I/O pins on the die edge:
(1.5 px per µm) Pins as bars across the die edge, other pins in grey.
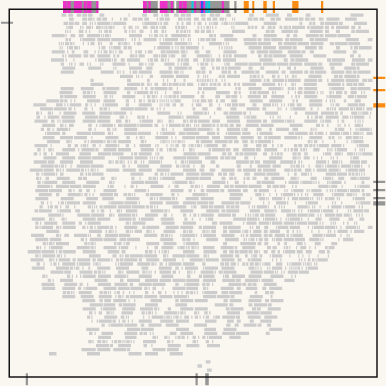
M3 wires:
(2 px per µm)
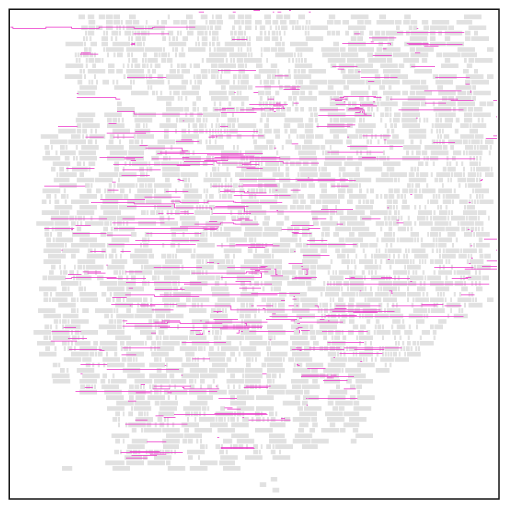
### src/rtl/lilme_mxv_engine.sv
`default_nettype none
//============================================================================
// Module   : lilme_mxv_engine
// Purpose  : Command-driven signed matrix x vector engine, y = A*b.
//            Loads A (ROW x COL, row-major) and b (COL) from word-addressed
//            memory, computes y with one MAC per cycle and stores y (ROW
//            words) back to memory.
// Ports    : clk, reset (async, active-low)
//            cmd_valid/cmd_ready/cmd_op/cmd_addr : host command channel
//            mem_req/mem_gnt/mem_we/mem_addr/mem_wdata : memory request
//            mem_rdata/mem_rvalid                : memory read return
//            busy, done (1-cycle), err (1-cycle, illegal opcode)
// Options  : LILME_SAT_EN - STORE saturates y to the signed DW range;
//            otherwise STORE writes the low DW bits of y.
// Revision : 1.0 - initial release
//============================================================================
module lilme_mxv_engine #(
   parameter int AW  = 32,
   parameter int DW  = 16,
   parameter int ROW = 4,
   parameter int COL = 4
) (
   input  logic          clk,
   input  logic          reset,
   input  logic          cmd_valid,
   output logic          cmd_ready,
   input  logic [2:0]    cmd_op,
   input  logic [AW-1:0] cmd_addr,
   output logic          mem_req,
   input  logic          mem_gnt,
   output logic          mem_we,
   output logic [AW-1:0] mem_addr,
   output logic [DW-1:0] mem_wdata,
   input  logic [DW-1:0] mem_rdata,
   input  logic          mem_rvalid,
   output logic          busy,
   output logic          done,
   output logic          err
);

   localparam int ACCW = 2*DW + $clog2(COL);
   localparam int NA   = ROW*COL;
   localparam int IW   = (NA  > 1) ? $clog2(NA)  : 1;
   localparam int RW   = (ROW > 1) ? $clog2(ROW) : 1;
   localparam int CW   = (COL > 1) ? $clog2(COL) : 1;

   localparam logic [2:0] C_OP_NOP    = 3'b000;
   localparam logic [2:0] C_OP_LOAD_A = 3'b001;
   localparam logic [2:0] C_OP_LOAD_B = 3'b010;
   localparam logic [2:0] C_OP_MULT   = 3'b011;
   localparam logic [2:0] C_OP_STORE  = 3'b100;
   localparam logic [2:0] C_OP_CLEAR  = 3'b101;

   typedef enum logic [2:0] {
      S_IDLE    = 3'd0,
      S_RD_REQ  = 3'd1,
      S_RD_WAIT = 3'd2,
      S_MAC     = 3'd3,
      S_WR_REQ  = 3'd4,
      S_FIN     = 3'd5
   } state_t;

   state_t r_state, w_state_nxt;

   logic [2:0]             r_op;
   logic [AW-1:0]          r_base;
   logic [IW-1:0]          r_idx;     // word index for loads and stores
   logic [RW-1:0]          r_row;
   logic [CW-1:0]          r_col;
   logic signed [ACCW-1:0] r_acc;
   logic signed [DW-1:0]   r_a [NA];
   logic signed [DW-1:0]   r_b [COL];
   logic signed [ACCW-1:0] r_y [ROW];

   logic                   w_illegal;
   logic                   w_last_rd;
   logic                   w_last_wr;
   logic                   w_last_mac;
   logic [AW-1:0]          w_addr;
   logic [IW-1:0]          w_a_idx;
   logic signed [2*DW-1:0] w_prod;
   logic signed [ACCW-1:0] w_acc_base;
   logic signed [ACCW-1:0] w_acc_nxt;
   logic [DW-1:0]          w_fmt;

   assign w_illegal  = r_op[2] & r_op[1];
   assign w_last_rd  = (r_op == C_OP_LOAD_A) ? (r_idx == IW'(NA-1)) : (r_idx == IW'(COL-1));
   assign w_last_wr  = (r_idx == IW'(ROW-1));
   assign w_last_mac = (r_row == RW'(ROW-1)) && (r_col == CW'(COL-1));
   // base + index wraps modulo 2^AW by construction
   assign w_addr     = r_base + AW'(r_idx);

   assign w_a_idx    = IW'(r_row) * IW'(COL) + IW'(r_col);
   assign w_prod     = r_a[w_a_idx] * r_b[r_col];
   assign w_acc_base = (r_col == '0) ? '0 : r_acc;
   assign w_acc_nxt  = w_acc_base + ACCW'(w_prod);

`ifdef LILME_SAT_EN
   localparam logic signed [ACCW-1:0] C_SAT_MAX = {{(ACCW-DW+1){1'b0}}, {(DW-1){1'b1}}};
   localparam logic signed [ACCW-1:0] C_SAT_MIN = {{(ACCW-DW+1){1'b1}}, {(DW-1){1'b0}}};
   logic signed [ACCW-1:0] w_wr_y;
   assign w_wr_y = r_y[RW'(r_idx)];
   always_comb begin
      if (w_wr_y > C_SAT_MAX)      w_fmt = C_SAT_MAX[DW-1:0];
      else if (w_wr_y < C_SAT_MIN) w_fmt = C_SAT_MIN[DW-1:0];
      else                         w_fmt = w_wr_y[DW-1:0];
   end
`else
   assign w_fmt = DW'(r_y[RW'(r_idx)]);
`endif

   assign busy = ~cmd_ready;

   always_ff @(posedge clk or negedge reset) begin
      if (!reset) r_state <= S_IDLE;
      else        r_state <= w_state_nxt;
   end

   always_comb begin
      w_state_nxt = r_state;
      cmd_ready   = 1'b0;
      mem_req     = 1'b0;
      mem_we      = 1'b0;
      mem_addr    = '0;
      mem_wdata   = '0;
      done        = 1'b0;
      err         = 1'b0;
      case (r_state)
         S_IDLE: begin
            cmd_ready = 1'b1;
            if (cmd_valid) begin
               case (cmd_op)
                  C_OP_LOAD_A, C_OP_LOAD_B: w_state_nxt = S_RD_REQ;
                  C_OP_MULT:                w_state_nxt = S_MAC;
                  C_OP_STORE:               w_state_nxt = S_WR_REQ;
                  default:                  w_state_nxt = S_FIN;
               endcase
            end
         end
         S_RD_REQ: begin
            mem_req  = 1'b1;
            mem_addr = w_addr;
            if (mem_gnt) w_state_nxt = S_RD_WAIT;
         end
         S_RD_WAIT: begin
            if (mem_rvalid) w_state_nxt = w_last_rd ? S_FIN : S_RD_REQ;
         end
         S_MAC: begin
            if (w_last_mac) w_state_nxt = S_FIN;
         end
         S_WR_REQ: begin
            mem_req   = 1'b1;
            mem_we    = 1'b1;
            mem_addr  = w_addr;
            mem_wdata = w_fmt;
            if (mem_gnt && w_last_wr) w_state_nxt = S_FIN;
         end
         S_FIN: begin
            err         = w_illegal;
            done        = ~w_illegal;
            w_state_nxt = S_IDLE;
         end
         default: w_state_nxt = S_IDLE;
      endcase
   end

   always_ff @(posedge clk or negedge reset) begin
      if (!reset) begin
         r_op   <= '0;
         r_base <= '0;
         r_idx  <= '0;
         r_row  <= '0;
         r_col  <= '0;
         r_acc  <= '0;
         for (int i = 0; i < NA;  i++) r_a[i] <= '0;
         for (int i = 0; i < COL; i++) r_b[i] <= '0;
         for (int i = 0; i < ROW; i++) r_y[i] <= '0;
      end else begin
         case (r_state)
            S_IDLE: begin
               if (cmd_valid) begin
                  r_op   <= cmd_op;
                  r_base <= cmd_addr;
                  r_idx  <= '0;
                  r_row  <= '0;
                  r_col  <= '0;
                  if (cmd_op == C_OP_CLEAR) begin
                     for (int i = 0; i < NA;  i++) r_a[i] <= '0;
                     for (int i = 0; i < COL; i++) r_b[i] <= '0;
                     for (int i = 0; i < ROW; i++) r_y[i] <= '0;
                  end
               end
            end
            S_RD_WAIT: begin
               if (mem_rvalid) begin
                  if (r_op == C_OP_LOAD_A) r_a[r_idx]     <= mem_rdata;
                  else                     r_b[CW'(r_idx)] <= mem_rdata;
                  r_idx <= r_idx + 1'b1;
               end
            end
            S_MAC: begin
               // accumulator restarts at c=0 and commits to y[r] at c=COL-1
               r_acc <= w_acc_nxt;
               if (r_col == CW'(COL-1)) begin
                  r_y[r_row] <= w_acc_nxt;
                  r_col      <= '0;
                  r_row      <= r_row + 1'b1;
               end else begin
                  r_col <= r_col + 1'b1;
               end
            end
            S_WR_REQ: begin
               if (mem_gnt) r_idx <= r_idx + 1'b1;
            end
            default: ;
         endcase
      end
   end

endmodule
`default_nettype wire

### config.mk
export PLATFORM = sky130hd
export DESIGN_NAME = lilme_mxv_engine
export DESIGN_NICKNAME = d
export VERILOG_FILES = /design/src/rtl/lilme_mxv_engine.sv
export SDC_FILE = /design/constraint.sdc
export NUM_CORES = 1
export LEC_CHECK = 0
export ABC_CLOCK_PERIOD_IN_PS = 19290
export CORE_MARGIN = 2
export CORE_UTILIZATION = 45
export CTS_CLUSTER_DIAMETER = 120
export DETAILED_ROUTE_END_ITERATION = 6
export HOLD_SLACK_MARGIN = 0.02
export PLACE_DENSITY = 0.64
export SLEW_MARGIN = 40
export SYNTH_ARGS = -nofsm -noshare
export SYNTH_HDL_FRONTEND = slang
export SYNTH_SLANG_ARGS = --single-unit
### constraint.sdc
create_clock -name clk -period 19.29 [get_ports clk]
set_clock_uncertainty 0.1 [all_clocks]
set_input_delay 4.8225 -clock clk [delete_from_list [all_inputs] [get_ports clk]]
set_output_delay 4.8225 -clock clk [all_outputs]
set_load 0.05 [all_outputs]
==> flow_summary.yaml <==
# yosys + openroad results
final_layout:
  lay_top_cells: "564 x nand2_1, 441 x dfrtp_1, 259 x o31ai_1"
  sh_comb_area_pct: 45.3
  bufAreaShareNonClock_pct: 5.42
  clock_buffers: 69
  seq_area_mm2: 0.0112
  lay_top_count: "nand2_1"
  flops: 446
  final_area_mm2: 0.0294
  antenna_cells: 3
  num-multi-input-gates: 1707
  largest_reg_flops: 256
  layout.area.comb_mm2: 0.0133
  fin_util_pct: 51.2
  signal_buffers: 163
  top_register: "r_a"
  drive_gt1_share_pct: 10.9
  nFillCells: 5089
critical_path:
  crit_slowest_cell: "clkdlybuf4s50_1"
  worstSetupStartpoint: "r_idx[1]"
  r2r_slack_ns: 11.14
  cp.buffers_inverters: 1
  cp-start-kind: "flip-flop"
  cp.arrival_ns: 4.24
  crit_family: "simple AND/OR/NAND/NOR gates"
  end_kind: "output pin"
  cpPeakStageDelay_ns: 0.80
  r2r_cells: 23
synth:
  async_flop_share_pct: 100
  common_cells: "569 x nand2_1, 446 x dfrtp_1, 259 x o31ai_1"
  yosysWarnings: 0
  ff_type: "dfrtp_1"
  ys_sh_aoi_pct: 14.4
  ys_top_logic_family: "AND-OR/OR-AND gates"
  edf_count: 0
  ys_cells: 2534
  xor_area_share_pct: 2.58
  yosysMostFrequentCell: "nand2_1"
  synth.distinct_cells: 59
  netlist_instances: 2534
  syn_area_mm2: 0.0259
  ys_sh_mux_pct: 9.42
  fp_nets: 2764
  ys_top_cells_by_area: "dfrtp_1 43%, nand2_1 8.2%, mux4_2 7.8%"
clock_tree:
  cts.sinks: 446
  cts_max_level: 2
  root_buffer: "clkbuf_16"
  clkTransAtPathRegs_ns: 0.06
power:
  pwr-share-comb_pct: 37.0
  power_density_mw_per_mm2: 112
  p_switching_mw: 1.32
  p_comb_mw: 1.21
  pwr-share-seq_pct: 34.7
  intPower_mw: 1.96
  vdd_ir_drop_max_mv: 0.0776
  power-top-group: "combinational cells"
global_routing:
  grt_pass1_wl_um: 118000
  met2_usage_pct: 42.2
  grt_use_met1_pct: 33.3
  track_usage_pct: 25.3
  antenna_found_initial: 4
  grt_max_degree: 107
  busiest_layer: "met2"
min_path:
  worstHoldPathType: "reg -> reg"
  hold_depth: 2
  hold_end: "r_a[85]"
route:
  via_per_inst: 5.83
  wl_met2_um: 35800
  drtAntennaViolNets: 0
  drc: 0
  m1WireLength_um: 30200
  detailedRoute.firstIterationViolations: 1784
  firstDrtPassIters: 5
final_timing:
  setup_ws_ns: 10.13
  finalSetupViolCount: 0
  fmax_mhz: 109
  holdWs_ns: 0.372
  slew_headroom_pct: 42.0
  finalClockPeriodUsage_pct: 47.5
  hold_viol: 0
floorplan:
  core_area_mm2: 0.0574
  initial_utilization_pct: 45.2
run_status:
  outcome: "completed"
## Picture notes: 'I/O pins on the die edge'
Key: cyan = `cmd_op` [pins 3, direction input, edge north]; magenta = `cmd_addr` [pins 32, direction input, edge north]; blue = `mem_rvalid` [pins 1, direction input, edge north]; orange = `mem_wdata` [pins 16, direction output, edge 12 north, 4 east]
All pins by edge: 96 north, 9 east, 4 south, 1 west.
Die Width: 244 µm
die height: 244 µm
buffers added on ports: 109

## Picture notes: 'M3 wires'
198 nets have wire on it. The wires run mostly horizontal. The layer holds 6.9% of the routed length. The layer carries 5020 µm of wire. The longest straight run is 162 µm.
Vias: 19655
met3 usage: 4.53%
DRT Wirelength: 73400 µm

No activity file was given, so power comes from the tool's default toggle rates.
